<file path="config.mk">
export PLATFORM = sky130hd
export DESIGN_NAME = mips_cpu_muldiv_seq
export DESIGN_NICKNAME = d
export VERILOG_FILES = /design/src/rtl/mips_cpu_muldiv_pkg.sv /design/src/rtl/mips_cpu_muldiv_signfix.sv /design/src/rtl/mips_cpu_muldiv_seq.sv
export SDC_FILE = /design/constraint.sdc
export NUM_CORES = 1
export LEC_CHECK = 0
export CAP_MARGIN = 0
export CORE_ASPECT_RATIO = 1.75
export CORE_MARGIN = 8
export CORE_UTILIZATION = 50
export CTS_CLUSTER_SIZE = 8
export DETAILED_ROUTE_END_ITERATION = 8
export PLACE_DENSITY = 0.71
export SKIP_LAST_GASP = 1
export SLEW_MARGIN = 10
export SYNTH_ARGS = -nofsm -noshare
export SYNTH_HDL_FRONTEND = slang
export SYNTH_SLANG_ARGS = --single-unit
</file>
<file path="constraint.sdc">
create_clock -name clk -period 4.08 [get_ports clk]
set_clock_uncertainty 0.05 [all_clocks]
set_input_delay 0.612 -clock clk [delete_from_list [all_inputs] [get_ports clk]]
set_output_delay 0.612 -clock clk [all_outputs]
set_load 0.05 [all_outputs]
</file>
<file path="src/rtl/mips_cpu_muldiv_pkg.sv">
// rtl/mips_cpu_muldiv_pkg.sv - op encoding, state encoding and constants for the HI/LO multiply/divide unit
package mips_cpu_muldiv_pkg;

    // Command encoding on the op port (rs/rt operands on a/b)
    typedef enum logic [2:0] {
        MD_MULT  = 3'b000,
        MD_MULTU = 3'b001,
        MD_DIV   = 3'b010,
        MD_DIVU  = 3'b011,
        MD_MTHI  = 3'b100,
        MD_MTLO  = 3'b101,
        MD_MFHI  = 3'b110,
        MD_MFLO  = 3'b111
    } md_op_e;

    // Sequencer states
    typedef enum logic [1:0] {
        S_IDLE  = 2'd0,
        S_RUN   = 2'd1,
        S_FIXUP = 2'd2
    } md_state_e;

    // Quotient reported for a zero divisor; sliced down to WIDTH (WIDTH <= 64)
    localparam logic [63:0] MD_DIV0_QUOT = '1;

endpackage

</file>
<file path="src/rtl/mips_cpu_muldiv_signfix.sv">
// rtl/mips_cpu_muldiv_signfix.sv - operand magnitude conversion and result sign correction
import mips_cpu_muldiv_pkg::*;

module mips_cpu_muldiv_signfix #(
    parameter int WIDTH = 32
) (
    input  logic [WIDTH-1:0]   a,
    input  logic [WIDTH-1:0]   b,
    input  logic               is_signed,
    output logic [WIDTH-1:0]   a_mag,
    output logic [WIDTH-1:0]   b_mag,
    output logic               res_neg,
    output logic               rem_neg,
    input  logic [2*WIDTH-1:0] acc,
    input  logic               acc_res_neg,
    input  logic               acc_rem_neg,
    output logic [2*WIDTH-1:0] prod,
    output logic [WIDTH-1:0]   quot,
    output logic [WIDTH-1:0]   rem
);

    logic a_neg;
    logic b_neg;

    // Operand magnitudes and the signs the result must carry; the most negative
    // value maps onto itself, which is the correct unsigned magnitude.
    always_comb begin
        a_neg   = is_signed & a[WIDTH-1];
        b_neg   = is_signed & b[WIDTH-1];
        a_mag   = a_neg ? (~a + 1'b1) : a;
        b_mag   = b_neg ? (~b + 1'b1) : b;
        res_neg = a_neg ^ b_neg;
        rem_neg = a_neg;
    end

    // Re-apply signs to the unsigned product / quotient / remainder held in acc
    always_comb begin
        prod = acc_res_neg ? (~acc + 1'b1) : acc;
        quot = acc_res_neg ? (~acc[WIDTH-1:0] + 1'b1) : acc[WIDTH-1:0];
        rem  = acc_rem_neg ? (~acc[2*WIDTH-1:WIDTH] + 1'b1) : acc[2*WIDTH-1:WIDTH];
    end

endmodule

</file>
<file path="src/rtl/mips_cpu_muldiv_seq.sv">
// rtl/mips_cpu_muldiv_seq.sv - iterative MULT/DIV unit owning HI/LO; MIPS_CPU_MULDIV_FAST_MULT_EN selects a single-cycle multiply
import mips_cpu_muldiv_pkg::*;

module mips_cpu_muldiv_seq #(
    parameter int WIDTH          = 32,
    parameter int BITS_PER_CYCLE = 1
) (
    input  logic             clk,
    input  logic             reset,
    input  logic [WIDTH-1:0] a,
    input  logic [WIDTH-1:0] b,
    input  logic [2:0]       op,
    input  logic             write,
    output logic             busy,
    output logic             done,
    output logic [WIDTH-1:0] hi,
    output logic [WIDTH-1:0] lo
);

    localparam int N     = WIDTH / BITS_PER_CYCLE;
    localparam int CNT_W = $clog2(N + 1);
    localparam int K     = BITS_PER_CYCLE;

    md_state_e          state;
    logic [2*WIDTH-1:0] acc;      // {remainder, quotient} or running product
    logic [WIDTH-1:0]   opnd;     // multiplicand or divisor magnitude
    logic [CNT_W-1:0]   cnt;
    logic               is_div_q;
    logic               res_neg_q;
    logic               rem_neg_q;
    logic               div0_q;

    logic               cmd_signed;
    logic [WIDTH-1:0]   a_mag;
    logic [WIDTH-1:0]   b_mag;
    logic               res_neg;
    logic               rem_neg;
    logic [2*WIDTH-1:0] prod_fix;
    logic [WIDTH-1:0]   quot_fix;
    logic [WIDTH-1:0]   rem_fix;

    logic [WIDTH+K-1:0] mul_upper;
    logic [2*WIDTH-1:0] mul_next;
    logic [WIDTH-1:0]   div_r;
    logic [WIDTH-1:0]   div_q;
    logic [WIDTH:0]     div_t;
    logic [2*WIDTH-1:0] div_next;

    assign busy       = (state != S_IDLE);
    assign cmd_signed = (op == MD_MULT) || (op == MD_DIV);

    mips_cpu_muldiv_signfix #(
        .WIDTH(WIDTH)
    ) u_signfix (
        .a           (a),
        .b           (b),
        .is_signed   (cmd_signed),
        .a_mag       (a_mag),
        .b_mag       (b_mag),
        .res_neg     (res_neg),
        .rem_neg     (rem_neg),
        .acc         (acc),
        .acc_res_neg (res_neg_q),
        .acc_rem_neg (rem_neg_q),
        .prod        (prod_fix),
        .quot        (quot_fix),
        .rem         (rem_fix)
    );

    // Shift-add step: multiply the K low multiplier bits into the upper half, shift right by K
    always_comb begin
        mul_upper = {{K{1'b0}}, acc[2*WIDTH-1:WIDTH]}
                  + ({{K{1'b0}}, opnd} * {{WIDTH{1'b0}}, acc[K-1:0]});
        mul_next  = {mul_upper, acc[WIDTH-1:K]};
    end

    // Restoring divide step: retire K quotient bits, remainder stays below the divisor
    always_comb begin
        div_r = acc[2*WIDTH-1:WIDTH];
        div_q = acc[WIDTH-1:0];
        div_t = '0;
        for (int i = 0; i < K; i++) begin
            div_t = {div_r, div_q[WIDTH-1]};
            div_q = {div_q[WIDTH-2:0], 1'b0};
            if (div_t >= {1'b0, opnd}) begin
                div_t    = div_t - {1'b0, opnd};
                div_q[0] = 1'b1;
            end
            div_r = div_t[WIDTH-1:0];
        end
        div_next = {div_r, div_q};
    end

    // Command acceptance, iteration sequencing and HI/LO ownership
    always_ff @(posedge clk) begin
        if (reset) begin
            state     <= S_IDLE;
            acc       <= '0;
            opnd      <= '0;
            cnt       <= '0;
            is_div_q  <= 1'b0;
            res_neg_q <= 1'b0;
            rem_neg_q <= 1'b0;
            div0_q    <= 1'b0;
            done      <= 1'b0;
            hi        <= '0;
            lo        <= '0;
        end else begin
            done <= 1'b0;
            case (state)
                S_IDLE: begin
                    if (write) begin
                        case (op)
                            MD_MULT, MD_MULTU: begin
                                is_div_q  <= 1'b0;
                                res_neg_q <= res_neg;
                                rem_neg_q <= rem_neg;
                                div0_q    <= 1'b0;
                                cnt       <= '0;
                                opnd      <= a_mag;
`ifdef MIPS_CPU_MULDIV_FAST_MULT_EN
                                acc       <= {{WIDTH{1'b0}}, a_mag} * {{WIDTH{1'b0}}, b_mag};
                                state     <= S_FIXUP;
`else
                                acc       <= {{WIDTH{1'b0}}, b_mag};
                                state     <= S_RUN;
`endif
                            end
                            MD_DIV, MD_DIVU: begin
                                is_div_q  <= 1'b1;
                                res_neg_q <= res_neg;
                                rem_neg_q <= rem_neg;
                                div0_q    <= (b == '0);
                                cnt       <= '0;
                                opnd      <= b_mag;
                                acc       <= {{WIDTH{1'b0}}, a_mag};
                                state     <= S_RUN;
                            end
                            MD_MTHI: hi <= a;
                            MD_MTLO: lo <= a;
                            default: ;
                        endcase
                    end
                end
                S_RUN: begin
                    acc <= is_div_q ? div_next : mul_next;
                    cnt <= cnt + CNT_W'(1);
                    if (cnt == CNT_W'(N - 1)) begin
                        state <= S_FIXUP;
                    end
                end
                S_FIXUP: begin
                    if (is_div_q) begin
                        lo <= div0_q ? MD_DIV0_QUOT[WIDTH-1:0] : quot_fix;
                        hi <= rem_fix;
                    end else begin
                        hi <= prod_fix[2*WIDTH-1:WIDTH];
                        lo <= prod_fix[WIDTH-1:0];
                    end
                    done  <= 1'b1;
                    state <= S_IDLE;
                end
                default: state <= S_IDLE;
            endcase
        end
    end

endmodule
</file>
**Sequential cells grouped by signal name**

(2 px per micron) Other sequential cells in the stronger gray, the rest of the logic in the fainter gray.
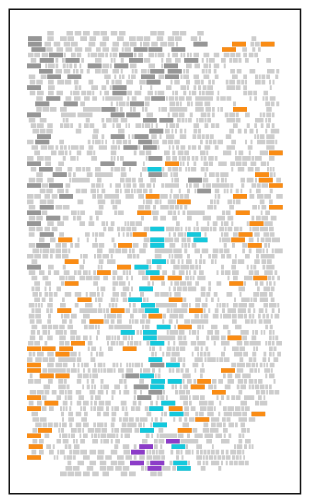
legend:
  orange:
    name_in_the_netlist: acc
    sequential_cells: 64
  purple:
    name_in_the_netlist: cnt
    sequential_cells: 6
    where: south
  cyan:
    name_in_the_netlist: opnd
    sequential_cells: 32
not colored: 71
Final Util: 60.15%
FF/Latch Area: 3465 sq um
sequential share of cell area: 20.12%
P_seq: 0.00187 W

**Congestion heat map**

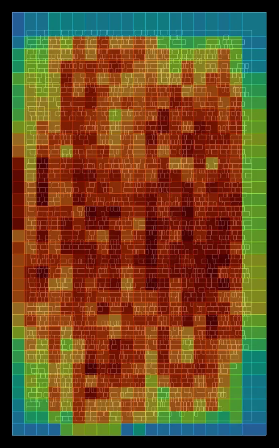
met3 GRT Util: 7.873%
gr usage total: 39.52%
Global Route met1 Usage: 38.96%
busiest grt layer: met2
met2 Use GR: 68.39%

**Sizing map**

(2 px per micron)
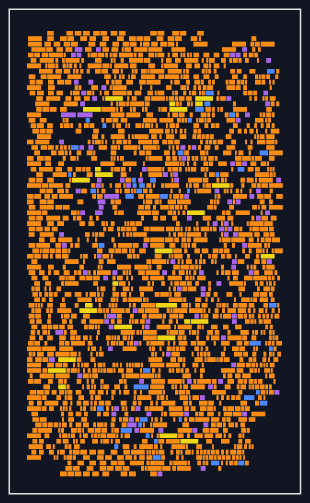
legend:
  yellow:
    size: x6 and larger
    cells: 26
    share: 1.3%
    most_used: clkbuf_16
  orange:
    size: x1 and smaller
    cells: 1877
    share: 91%
    most_used: nand2_1
  blue:
    size: x2
    cells: 43
    share: 2.1%
    most_used: or2_2
  purple:
    size: x3 and x4
    cells: 116
    share: 5.6%
    most_used: buf_4
post-route cell area: 17220 sq um
Area growth syn-to-layout: 18.58%
Plain + repair buffers: 240
setup ws final: 0.1679 ns

==> results.txt <==
gate count of the mapped netlist = 1925
I/O Buffers = 135
clk root buf = clkbuf_16
Final Net Count = 2191
Die Area = 34970 sq um
CTS tree = yes
Initial DRC Count = 1530
Netlist cell types = 83
yosys cell count = 1925
MUX area fraction = 6.255%
average cell area after synthesis = 7.544 sq um
FF+latch count, synth = 173
worst slack, placed = 0.4269 ns
antenna violations before repair = 1
synthesized area = 14520 sq um
final hold violation count = 0
hold path start = opnd[3]
crit path to = acc[57]
most common cell in the netlist = nand2_1
Inst Count DP = 2409
die width = 144.8 microns
slew margin rel. = 36.28%
max incr delay on CP = 0.65 ns
Complex Gates by Area = 28.22%
Log Warnings = 26
Routed wire per std cell = 28.13 microns
Power Dens Cells = 307.0 nW/um^2
RR Startpoint = acc[0]
Commonest flop = dfxtp_1
Worst-path clk slew = 0.07 ns
antenna-violating nets left = 0
htree depth = 4
vias in the first global route = 15679
top cells by area = dfxtp_1 24%, ha_1 5.9%, mux2i_1 5.8%
hold_buf cts = 0
Biggest register = acc
logic depth of the worst path, buffers included = 14
I/O pins = 136
max reg flops = 64
unrepaired setup endpoints after global routing = no
top cells by count = 199 x nand2_1, 193 x nor2_1, 173 x dfxtp_1, 152 x a21oi_1, 112 x clkbuf_1
# setup viols final = 0
most frequent logic cell in the layout = nand2_1
yosys adder share = 6.221%
DR top layer = met4
Layout Cells excl Fill = 2442
Top non-seq family = AND-OR/OR-AND gates
Tightest Pin Transition = 0.9558 ns
Max Fclk = 255.6 MHz
first-pass GRT wire length = 99940 microns
FF-to-FF path depth = 14
GRT overflow = 0
part of the cycle the worst path needs = 95.89%
post-cts gate resize count = 0
hold depth = 2
required time of the critical path = 4.37 ns
startpoint types = register
arrival time at the worst endpoint = 4.21 ns
synth warn = 0
Setup crit start = acc[0]
status = complete, no violations
clock buffer count from CTS = 17
R2R setup slack = 0.17 ns
RR Endpoint = acc[57]
hpwl dp = 52150 microns
largest net degree at the start of global routing = 86
Routed met3 length = 4476 microns
Buf+Inv Stages, Crit Path = 3
Pleak = 6.486 nW
Chip Area, Yosys = 14520 sq um
fp util = 50.73%
Max Transition Viols Final = 0
Mapped Nets = 2066
-- stage by stage --
step	hold WS [ns]	utilization, %	cell area (sq um)	total power [W]
final	0.4054	60.15	17220	0.005287
after floorplan	0.3819	-	14520	0.002912
after detailed placement	0.3950	58.13	16640	0.003582
after global placement	0.3896	58.13	16640	0.003571
after global routing	0.4178	60.14	17210	0.005450
after CTS	0.4028	60.09	17200	0.005209
-- final cells by class --
type	instances	area, sq um
tap	378	473.0
fill	2722	11410
inverter	63	236.5
timing repair buffer	240	2150
sequential	173	3465
antenna	2	5.005
multi-input combinational	1555	10330
clock inverter	13	130.1
clock buffer	18	429.2
-- report_power, final --
part	internal [W]	switching, W	total, W
Clock	0.000855	0.000796	0.00165
Sequential	0.00176	0.000109	0.00187
Combinational	0.000635	0.00113	0.00176
No activity file was given, so power comes from the tool's default toggle rates.
